==> images/congestion_map.png <==
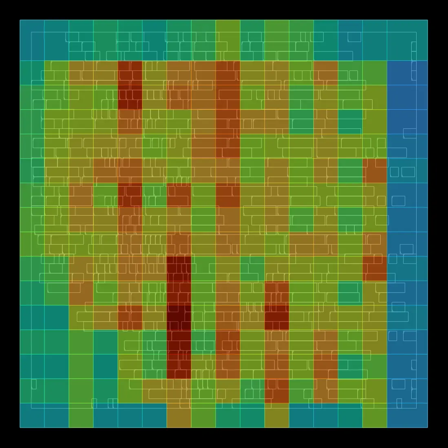
==> images/class_map.png <==
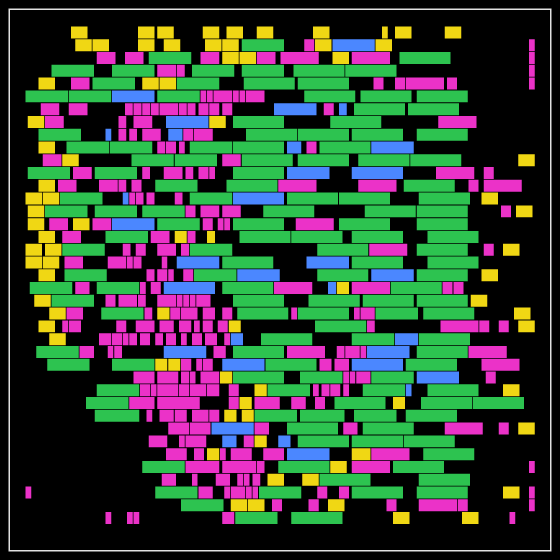
===== config.mk =====
export PLATFORM = sky130hd
export DESIGN_NAME = cntr_readout_arbiter_flat
export DESIGN_NICKNAME = d
export VERILOG_FILES = /design/src/rtl/cntr_readout_arbiter_if.sv /design/src/rtl/cntr_readout_arbiter.sv /design/src/flat_wrapper.sv
export SDC_FILE = /design/constraint.sdc
export NUM_CORES = 1
export LEC_CHECK = 0
export CAP_MARGIN = 15
export CORE_MARGIN = 3
export CORE_UTILIZATION = 50
export DETAILED_ROUTE_END_ITERATION = 6
export HOLD_SLACK_MARGIN = 0.15
export PLACE_DENSITY = 0.74
export RECOVER_POWER = 25
export SETUP_SLACK_MARGIN = 0.02
export SKIP_CTS_REPAIR_TIMING = 1
export SKIP_LAST_GASP = 1
export SYNTH_ARGS = -nofsm -noshare
export SYNTH_HDL_FRONTEND = slang
export SYNTH_SLANG_ARGS = --single-unit
export TNS_END_PERCENT = 10

===== constraint.sdc =====
create_clock -name clk -period 3.1 [get_ports clk]
set_input_delay 0.62 -clock clk [delete_from_list [all_inputs] [get_ports clk]]
set_output_delay 0.62 -clock clk [all_outputs]
set_load 0.02 [all_outputs]

===== src/rtl/cntr_readout_arbiter_if.sv =====
// -----------------------------------------------------------------------------
// cntr_readout_arbiter_if
//
// Bundles the counter-sample inputs and the processor readout path of
// cntr_readout_arbiter.
//
//   slave  modport : the arbiter itself
//   master modport : the counter channels plus the processor side
//
// Signals
//   cntr_in        N_CH*CW  packed counts, channel c at [c*CW +: CW]
//   cntr_valid     N_CH     per-channel one-cycle sample strobe
//   data_out       32       FIFO head word, 0 when empty
//   data_out_valid 1        FIFO non-empty
//   data_out_read  1        pop request, level-sensitive
//   ovr            N_CH     sticky per-channel overrun flags
//   ovr_clr        1        clears all ovr bits
//   level          log2(DEPTH)+1  FIFO occupancy
// -----------------------------------------------------------------------------
interface cntr_readout_arbiter_if #(
  parameter int N_CH  = 3,
  parameter int CW    = 10,
  parameter int DEPTH = 4
);
  logic [N_CH*CW-1:0]      cntr_in;
  logic [N_CH-1:0]         cntr_valid;
  logic [31:0]             data_out;
  logic                    data_out_valid;
  logic                    data_out_read;
  logic [N_CH-1:0]         ovr;
  logic                    ovr_clr;
  logic [$clog2(DEPTH):0]  level;

  modport slave (
    input  cntr_in, cntr_valid, data_out_read, ovr_clr,
    output data_out, data_out_valid, ovr, level
  );

  modport master (
    output cntr_in, cntr_valid, data_out_read, ovr_clr,
    input  data_out, data_out_valid, ovr, level
  );
endinterface


===== src/rtl/cntr_readout_arbiter.sv =====
// -----------------------------------------------------------------------------
// cntr_readout_arbiter
//
// Shares one 32-bit readout path between N_CH time-difference counter
// channels. Each channel has a one-deep holding register; pending channels are
// granted round-robin into a DEPTH-word FIFO that the processor drains.
//
// Output word: [31] overrun tag, [30:24] sequence number, [23:16] channel,
//              [15:CW] zero, [CW-1:0] count.
//
// Ports
//   clk   system clock, rising edge
//   rst   asynchronous active-low reset
//   bus   cntr_readout_arbiter_if.slave (samples in, readout out)
// -----------------------------------------------------------------------------
module cntr_readout_arbiter #(
  parameter int N_CH  = 3,
  parameter int CW    = 10,
  parameter int DEPTH = 4
) (
  input  logic                    clk,
  input  logic                    rst,
  cntr_readout_arbiter_if.slave   bus
);

  localparam int AW = $clog2(DEPTH);
  localparam int LW = AW + 1;
  localparam int PW = (N_CH > 1) ? $clog2(N_CH) : 1;

  // Per-channel holding registers
  logic [CW-1:0]   hold_q [N_CH];
  logic [CW-1:0]   hold_d [N_CH];
  logic [N_CH-1:0] pend_q, pend_d;
  logic [N_CH-1:0] tag_q,  tag_d;   // overrun tag of the pending sample
  logic [N_CH-1:0] ovr_q,  ovr_d;

  // Arbiter state
  logic [6:0]      seq_q, seq_d;
  logic [PW-1:0]   ptr_q, ptr_d;

  // FIFO
  logic [31:0]     mem_q [DEPTH];
  logic [AW-1:0]   wr_q, wr_d;
  logic [AW-1:0]   rd_q, rd_d;
  logic [LW-1:0]   level_q, level_d;

  logic            full;
  logic            push;
  logic            pop;
  logic            gnt_vld;
  logic [PW-1:0]   gnt_idx;
  logic [31:0]     word;

  assign full = (level_q == LW'(DEPTH));
  assign push = gnt_vld;
  assign pop  = (level_q != '0) && bus.data_out_read;

  // Round-robin search starting one past the last granted channel.
  // NOTE: every variable written in an always_comb gets a default first so no
  // path through the block leaves it unassigned, which would infer a latch.
  always_comb begin
    int idx;
    gnt_vld = 1'b0;
    gnt_idx = '0;
    idx     = 0;
    for (int i = 1; i <= N_CH; i++) begin
      idx = int'(ptr_q) + i;
      if (idx >= N_CH) idx = idx - N_CH;
      if (!gnt_vld && pend_q[idx[PW-1:0]]) begin
        gnt_vld = 1'b1;
        gnt_idx = idx[PW-1:0];
      end
    end
    // A full FIFO stalls arbitration; pending samples simply wait.
    if (full) gnt_vld = 1'b0;
  end

  always_comb begin
    word          = '0;
    word[CW-1:0]  = hold_q[gnt_idx];
    word[23:16]   = 8'(gnt_idx);
    word[30:24]   = seq_q;
    word[31]      = tag_q[gnt_idx];
  end

  // Capture and overrun detection. A valid on the channel being granted this
  // cycle is a hand-over (old value leaves, new value waits), not an overrun.
  always_comb begin
    logic gnt_c;
    hold_d = hold_q;
    pend_d = pend_q;
    tag_d  = tag_q;
    ovr_d  = bus.ovr_clr ? '0 : ovr_q;
    gnt_c  = 1'b0;
    for (int c = 0; c < N_CH; c++) begin
      gnt_c = gnt_vld && (gnt_idx == PW'(c));
      if (bus.cntr_valid[c]) begin
        hold_d[c] = bus.cntr_in[c*CW +: CW];
        pend_d[c] = 1'b1;
        if (pend_q[c] && !gnt_c) begin
          tag_d[c] = 1'b1;
          ovr_d[c] = 1'b1;   // set after the clear so a new overrun wins
        end else begin
          tag_d[c] = 1'b0;
        end
      end else if (gnt_c) begin
        pend_d[c] = 1'b0;
        tag_d[c]  = 1'b0;
      end
    end
  end

  // Arbiter pointer, sequence counter and FIFO bookkeeping
  always_comb begin
    ptr_d   = push ? gnt_idx : ptr_q;
    seq_d   = push ? seq_q + 7'd1 : seq_q;       // wraps 127 -> 0
    wr_d    = push ? wr_q + 1'b1 : wr_q;         // wraps modulo DEPTH
    rd_d    = pop  ? rd_q + 1'b1 : rd_q;
    level_d = level_q;
    case ({push, pop})
      2'b10:   level_d = level_q + 1'b1;
      2'b01:   level_d = level_q - 1'b1;
      default: level_d = level_q;
    endcase
  end

  // NOTE: state registers use non-blocking assignments so every flop samples
  // the pre-edge values regardless of statement order.
  always_ff @(posedge clk or negedge rst) begin
    if (!rst) begin
      for (int c = 0; c < N_CH; c++) hold_q[c] <= '0;
      pend_q  <= '0;
      tag_q   <= '0;
      ovr_q   <= '0;
      seq_q   <= '0;
      ptr_q   <= PW'(N_CH - 1);   // channel 0 has first priority
      wr_q    <= '0;
      rd_q    <= '0;
      level_q <= '0;
    end else begin
      hold_q  <= hold_d;
      pend_q  <= pend_d;
      tag_q   <= tag_d;
      ovr_q   <= ovr_d;
      seq_q   <= seq_d;
      ptr_q   <= ptr_d;
      wr_q    <= wr_d;
      rd_q    <= rd_d;
      level_q <= level_d;
    end
  end

  // NOTE: FIFO storage is deliberately not reset; reset empties the FIFO via
  // level/pointers and data_out is masked to 0 while empty, so stale entries
  // are never observable.
  always_ff @(posedge clk) begin
    if (push) mem_q[wr_q] <= word;
  end

  assign bus.data_out       = (level_q != '0) ? mem_q[rd_q] : '0;
  assign bus.data_out_valid = (level_q != '0);
  assign bus.ovr            = ovr_q;
  assign bus.level          = level_q;

endmodule


===== src/flat_wrapper.sv =====
// flat-port wrapper written by rule: the top's interface ports become plain ports
module cntr_readout_arbiter_flat 
#(
  parameter int N_CH  = 3,
  parameter int CW    = 10,
  parameter int DEPTH = 4
)
  (clk, rst, bus_cntr_in, bus_cntr_valid, bus_data_out_read, bus_ovr_clr, bus_data_out, bus_data_out_valid, bus_ovr, bus_level);
  cntr_readout_arbiter_if #(.N_CH(N_CH), .CW(CW), .DEPTH(DEPTH)) bus_i ();
  input  logic clk;
  input  logic rst;
  input wire logic [$bits(bus_i.cntr_in)-1:0] bus_cntr_in;
  input wire logic [$bits(bus_i.cntr_valid)-1:0] bus_cntr_valid;
  input wire logic [$bits(bus_i.data_out_read)-1:0] bus_data_out_read;
  input wire logic [$bits(bus_i.ovr_clr)-1:0] bus_ovr_clr;
  output wire logic [$bits(bus_i.data_out)-1:0] bus_data_out;
  output wire logic [$bits(bus_i.data_out_valid)-1:0] bus_data_out_valid;
  output wire logic [$bits(bus_i.ovr)-1:0] bus_ovr;
  output wire logic [$bits(bus_i.level)-1:0] bus_level;
  assign bus_i.cntr_in = bus_cntr_in;
  assign bus_i.cntr_valid = bus_cntr_valid;
  assign bus_i.data_out_read = bus_data_out_read;
  assign bus_i.ovr_clr = bus_ovr_clr;
  assign bus_data_out = bus_i.data_out;
  assign bus_data_out_valid = bus_i.data_out_valid;
  assign bus_ovr = bus_i.ovr;
  assign bus_level = bus_i.level;
  cntr_readout_arbiter #(.N_CH(N_CH), .CW(CW), .DEPTH(DEPTH)) u_core (.clk(clk), .rst(rst), .bus(bus_i));
endmodule

==> summary.txt <==
Reports from this run.

- The count of buffers added on input and output ports is 63.
- The final clock skew reads 9.24 ps.
- The flow ran to the end, and the final reports show no timing, DRC or antenna violations.
- The main flop type reads edfxtp_1.
- In this run the VDD rail shows a maximum IR drop of 0.564 mV.
- For this run, the final setup violation count is recorded as 0.
- The top fanout value on the critical path is 8.
- Counting flops with a built-in enable in the synthesized netlist gives 80.
- The sequential group share of total power is 35.3%.
- The full die area reads 0.0132 mm².
- The via count normalized by instance count reads 5.44.
- The placed wire-length estimate after detailed placement is 7370 µm.
- The pin count of the biggest net entering global routing reads 40.
- The clock network fraction of design power is 20.9%.
- The total number of H-tree levels reads 4.
- The most common library cell in the layout ignoring fill and taps reads edfxtp_1.
- The floorplan step records an initial core utilization of 51.5%.
- The static leakage reads 2.81 nW.
- Per the detailed-route log, wirelength across all metal layers totals 11200 µm.
- The share of the synthesized area in the top cell type is 40.5%.
- The parity-gate share of the synthesized area counting xor and xnor cells reads 1.62%.
- The switching power as a share of total power is 34.9%.
- The row count reads 39.
- The top cell type by total area after synthesis reads edfxtp_1.
- The clock transition time at the flip-flop clock pins of the worst setup and hold paths is 60 ps.
- The number of synthesis warnings is 0.
- The setup slack at placement is 142 ps.
- The flip-flop count of the largest register, all copies and words added is 80.
- The type of the setup path with the least slack reads reg2out.
- Ranked by flip-flop count, first place goes to u_core.mem_q.
- The yosys-reported design area after synthesis reads 0.00593 mm².
- The final critical delay including setup and external delays is 2980 ps.
- The via count of the first global-routing pass reads 3488.
- Sequential cells consume a total of 3.52 mW.
- The number of buffers created by CTS reads 17.
- The run reported a max-capacitance violation count of 0.
- The post-layout period usage of the worst path reads 96.2%.
- The tightest min-delay check is of the in2async type.
- The clock sink total reads 135.
- The basic-gate share of the synthesized area counting and, or, nand and nor cells is 7.80%.
- The global-route wire length before repair reads 18000 µm.
- Counting distinct cell types in the post-synthesis netlist gives 47.
- The mux share of post-synthesis cell area is 14.9%.
- The final total power is 9.97 mW.
- The number of DRC violations after detailed routing reads 0.
- The number of search-and-repair iterations in the first detailed-routing pass reads 4.
- The worst setup margin is 117 ps.
- The largest combinational cell category by area reads multiplexers.
- The synthesized-area fraction occupied by ao, oa, aoi and oai cells is 5.50%.
- No sink is reached through more buffers than the 2 on the longest clock path.
- The worst register-to-register path depth is 14.
- The placer's final routability congestion estimate reads 0.855.
- The placeable core region reads 0.0115 mm².
- Global routing used 17.9% of the available tracks across all layers.
- By count the netlist is led by edfxtp_1, dfrtp_1, mux2_2.
- Per report_power, the Clock row totals 2.09 mW.
- Per the GRT congestion report, total overflow comes to 0.
- Per STA, the worst path is made up of buf_4 -> mux4_2 -> and2_1 -> clkdlybuf4s50_1.
- The number of antenna repair diodes reads 0.
- The final timing report lists a max-slew violation count of 0.
- According to the floorplan report, the die width is 115 µm.
- Per STA, the startpoint of the critical path is u_core.rd_q[0].
- The critical path's slowest cell is mux4_2.
- For reference, full adder, half adder and majority cells occupy 2.45% of the area reported after synthesis.
- The synthesized netlist cell count reads 398.
- The number of stages on the worst setup path reads 4.
- The maximum clock frequency reads 0.335 GHz.
- The TritonCTS clock tree reads yes.
- The height of the die is 115 µm.
- The pin slew with the least headroom to its limit reads 1070 ps.
- On the final layout, the worst hold slack is 384 ps.
- The number of DRC markers in iteration 0 reads 207.
- Setup repair after global routing could not meet its margin everywhere.
- Per the final layout report, the fraction of cells sized above drive strength 1 comes to 22.0%.
- The library cells used most frequently in the layout, excluding fill and tap cells, are edfxtp_1, clkdlybuf4s50_1, dfrtp_1.
- The total buffers and inverters traversed by the critical path reads 2.
- The number of antenna violations at the first check in global routing reads 0.
- The final antenna-violating net count reads 0.
- The required time reported for the critical path endpoint reads 2480 ps.
- STA lists the startpoint of the worst register-to-register path as u_core.ptr_q[1].
- The number of warnings the tools reported reads 34.
- The later pin in the worst-skew pair is clocked with a latency of 410 ps.
- The total vias in the final route is 3426.
- In this run the mean area of a mapped cell was 14.9 µm².
- The sort of element at the start of the critical path reads a flip-flop.
- The root buffer selected by CTS reads clkbuf_16.
- The proportion of register bits with asynchronous set or reset after synthesis is 40.7%.
- The net switching power reads 3.49 mW.
- The endpoint of the most critical setup path reads bus_data_out[31].
- The internal power component is 6.49 mW.
- For this run, the post-layout net count is 522.
- In the final layout, the registers with the most flip-flops are u_core.mem_q: 80 flops, u_core.hold_q: 30 flops, u_core.seq_q: 7 flops.
- Once layout is complete, the cells apart from fillers number 630.
- The max-slew check reports its worst relative slack as 28.6%.
- The register area share after synthesis reads 63.7%.
Notes on congestion_map.png above:
GR Util met2: 28.7%
GR met1 Demand/Resource: 24.2%
drt wl/cell: 17.7 µm

Notes on class_map.png above:
class	color	cells	share of their area
clock drivers and dummy loads	blue	32	8.7%
remaining buffers and delay cells	yellow	79	10%
registers	green	135	53%
remaining logic cells	magenta	241	28%
final core occ: 63.8%
Seq/total area: 51.4%

## cell type report
type | count | area, µm² | share of cell area [%]
Tap cell | 143 | 179 | 2.43
Timing Repair Buffer | 79 | 746 | 10.1
Clock inverter | 12 | 175 | 2.38
Inverter | 13 | 48.8 | 0.664
Clock buffer | 20 | 447 | 6.08
Multi-Input combinational cell | 228 | 1970 | 26.8
Sequential cell | 135 | 3780 | 51.4
## worst min path at each step
stage | cells past startpoint | startpoint | endpoint
floorplan | 0 | rst | u_core.bus.level[0]
global placement | 1 | u_core.bus.ovr[1] | u_core.bus.ovr[1]
detailed placement | 1 | u_core.bus.ovr[0] | u_core.bus.ovr[0]
CTS | 1 | rst | u_core.hold_q[8]
global route | 1 | rst | u_core.hold_q[8]
finish | 1 | rst | u_core.hold_q[8]
## kinds of logic (layout without fill, tap and decap cells)
group | Yosys count | count (layout)
muxes | 58 | 58
DFF | 135 | 135
other | 1 | 12
AOI/OAI and AO/OA | 49 | 49
buffers and inverters | 46 | 124
xor gates and xnor gates | 11 | 11
and+or+nand+nor | 87 | 87
adders and majority gates | 11 | 11
## metal layers
| layer | global-route usage (%) | part of all wire, % | vias up | routed length [µm] |
|---|---|---|---|---|
| li1 | - | - | 1604 | - |
| met1 | 24.2 | 45 | 1714 | 5050 |
| met2 | 28.7 | 49 | 94 | 5490 |
| met5 | 0 | 0 | - | 0 |
| met4 | 7.04 | 1.5 | 0 | 167 |
| met3 | 3.74 | 4.1 | 14 | 456 |
## metrics by stage
stage	instance area, µm²	setup TNS [ps]
5_1_grt	7350	-4.44
3_3_place_gp	6710	0
6_report	7350	0
3_5_place_dp	6710	0
4_1_cts	7340	-39.0
2_1_floorplan	5980	0
Power is estimated from default activity; no workload was simulated.
